==> config.mk <==
export PLATFORM = sky130hd
export DESIGN_NAME = ldpc_xor_frame_combiner_flat
export DESIGN_NICKNAME = d
export VERILOG_FILES = /design/src/rtl/ldpc_encoder_pkg.sv /design/src/rtl/ldpc_xor_frame_combiner_if.sv /design/src/rtl/ldpc_xor_frame_combiner_fifo.sv /design/src/rtl/ldpc_xor_frame_combiner.sv /design/src/flat_wrapper.sv
export SDC_FILE = /design/constraint.sdc
export NUM_CORES = 1
export LEC_CHECK = 0
export CORE_UTILIZATION = 35
export CTS_BUF_LIST = sky130_fd_sc_hd__clkbuf_2 sky130_fd_sc_hd__clkbuf_4 sky130_fd_sc_hd__clkbuf_8
export DETAILED_ROUTE_END_ITERATION = 7
export PLACE_DENSITY = 0.74
export SLEW_MARGIN = 40
export SYNTH_ARGS = -nofsm -noshare
export SYNTH_HDL_FRONTEND = slang
export SYNTH_SLANG_ARGS = --single-unit
==> constraint.sdc <==
create_clock -name i_clock -period 7.98 [get_ports i_clock]
set_input_delay 1.596 -clock i_clock [delete_from_list [all_inputs] [get_ports i_clock]]
set_output_delay 1.596 -clock i_clock [all_outputs]
set_load 0.1 [all_outputs]
==> run_1/pins.png <==
(3 px per um) Pins as bars across the die edge, other pins in gray.
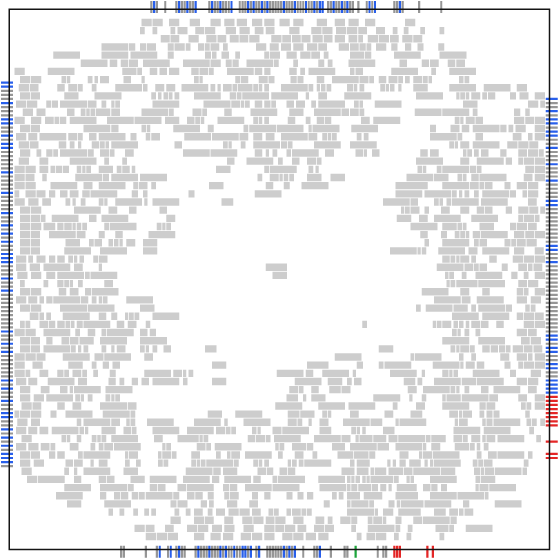
red -> bus_o_frame_count  # pins 16, direction output, edge 11 east, 5 south
blue -> bus_i_a_data  # pins 96, direction input, edge 33 west, 24 east, 23 north, 16 south
green -> bus_o_a_ready  # pins 1, direction output, edge south
all pins by edge = 95 west, 84 east, 73 north, 61 south
IO buf count: 312
Chip Height: 180 um
Die W: 180 um

==> run_1/port_nets.png <==
(1.5 px per um)
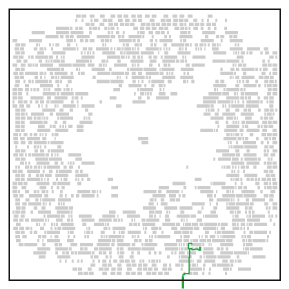
green -> bus_o_a_ready  # direction output, edge south, end cells 1, buffers 1, wire 41.4 um
I/O pin count: 313

==> run_1/final_placement.png <==
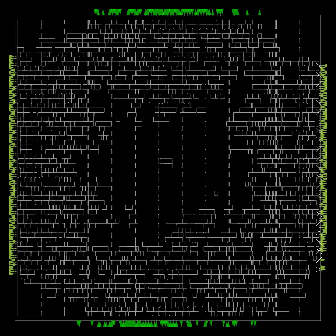
FP Rows: 64
core area: 30800 sq um
fraction of area in registers: 0.378
flip-flops: 222

==> flow_metrics.tcl, run 1 <==
# collected from the flow reports
set metrics [dict create \
    use_met2 0.317 \
    crit_required_ns 6.38 \
    fmax_ghz 0.227 \
    top_layer "met4" \
    insertedDiodeCount 0 \
    async_flop_share 1.00 \
    fin_ws_ns 3.57 \
    worst-r2r-setup-slack_ns 4.69 \
    drt_drc_violations_left 23 \
    top_cells_by_count "222 x dfrtp_1, 187 x a21oi_1, 108 x xnor2_1" \
    synthAdderAreaFrac 0.0102 \
    clock_skew_ns 0.0113 \
    grt_overflow 0 \
    ys_warn_count 0 \
    violations "design-rule violations" \
    yosys.cell_types.count 37 \
    edf_count 0 \
    grt_pass1_vias 9190 \
    hold_violations 0 \
    outcome "finished with violations" \
    fin_crit_sh 0.553 \
    vias 9024 \
    cts_sinks 222 \
    topCombFamilyByArea "AND-OR/OR-AND gates" \
    most_common_cell "dfrtp_1" \
    simple_gate_share 0.115 \
]
run 1: worst max-delay path, stage by stage (launching register included):
cell     delay (ns)
dfrtp_1        0.41
inv_1          0.13
ha_4           0.53
buf_4          0.63
nor2b_1        0.22
buf_2          0.36
run 1: area by class of cell:
type | instances | area share
well taps | 396 | 0.0337
inverters | 18 | 0.00519
clock inverters | 3 | 0.00272
flip-flops and latches | 222 | 0.378
multi-input cells | 764 | 0.348
clock buffers | 58 | 0.0491
repair buffers | 324 | 0.184
run 1: metrics by stage:
step,util,hold slack [ns],std cells
2_1_floorplan,-,0.443,1089
3_3_place_gp,0.469,0.465,1721
3_5_place_dp,0.452,0.472,1724
4_1_cts,0.477,0.484,1785
5_1_grt,0.477,0.492,1785
6_report,0.477,0.478,1785
==> inputs of run 2 (changes only) <==
- PLACE_DENSITY: 0.74 -> 0.72
- clock period: 7.98 -> 4.35 ns (I/O delays scaled with it)
==> run_2/drive_strength.png <==
(3 px per um)
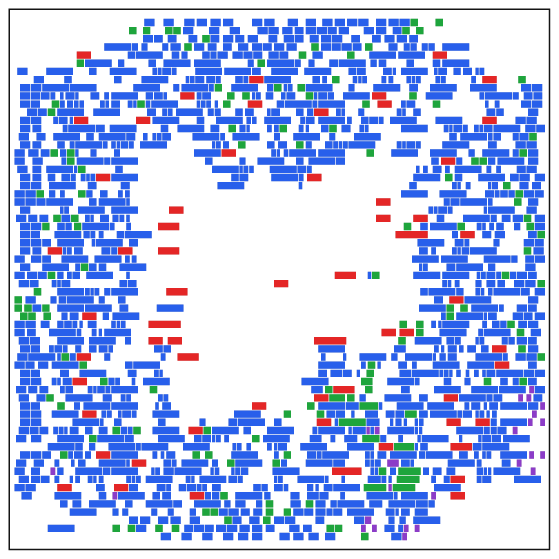
blue -> drive 1 or less  # cells 1183, most used dfrtp_1
purple -> drive 2  # cells 25, most used buf_2
green -> drive 3 to 4  # cells 140, most used buf_4
red -> drive 6 and up  # cells 61, most used clkbuf_8
Area Growth Syn to Fin: 37.8%
worst setup margin: 1.04 ns
nonclk buf count: 337
Post-Layout Inst Area: 15200 sq um

==> flow_metrics.tcl, run 2 <==
# collected from the flow reports
set metrics [dict create \
    vias 9255 \
    crit_top_cell "buf_4" \
    cpLargestDelayFamily "buffers and inverters" \
    std_cell_rows 64 \
    logic_gates 764 \
    path_buffers 3 \
    most_common_cell "dfrtp_1" \
    inverters 18 \
    crit_cells 5 \
    outcome "finished with violations" \
    path_cells "inv_1 > ha_4 > buf_4 > nor2b_1 > buf_4" \
    worst-r2r-setup-slack_ns 1.18 \
    cts_sinks 222 \
    core_area_sq_um 30800 \
    fp.dieH_um 180 \
    hold_violations 0 \
    edf_count 0 \
    ys_warn_count 0 \
    drt_drc_violations_left 20 \
    clock_buffers 63 \
    violations "design-rule violations" \
    grt_overflow 0 \
    nWellTaps 396 \
]
==> run_2/port_nets.png <==
(1.5 px per um)
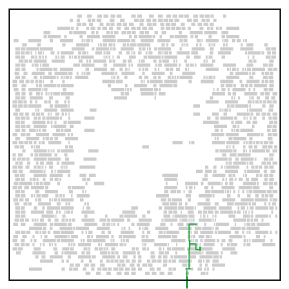
green -> bus_o_a_ready  # direction output, edge south, end cells 1, buffers 1, wire 57.1 um

run 2: cell families after synthesis:
| logic type | count (synthesis) | share of synthesized area |
|---|---|---|
| multiplexers | 8 | 0.00816 |
| adder cells (fa/ha/maj) | 9 | 0.0102 |
| AND/OR/NAND/NOR | 243 | 0.115 |
| AND-OR/OR-AND | 385 | 0.231 |
| buffers and inverters | 103 | 0.0381 |
| XOR/XNOR | 119 | 0.0944 |
| flip-flops | 222 | 0.503 |
run 2: metrics by stage:
| stage | utilization | hold slack [ns] | setup WS, ns |
|---|---|---|---|
| floorplan | - | 0.443 | 0.584 |
| global placement | 0.467 | 0.465 | 0.739 |
| detailed placement | 0.464 | 0.468 | 0.667 |
| CTS | 0.493 | 0.485 | 0.978 |
| global route | 0.493 | 0.494 | 0.886 |
| finish | 0.493 | 0.480 | 1.04 |
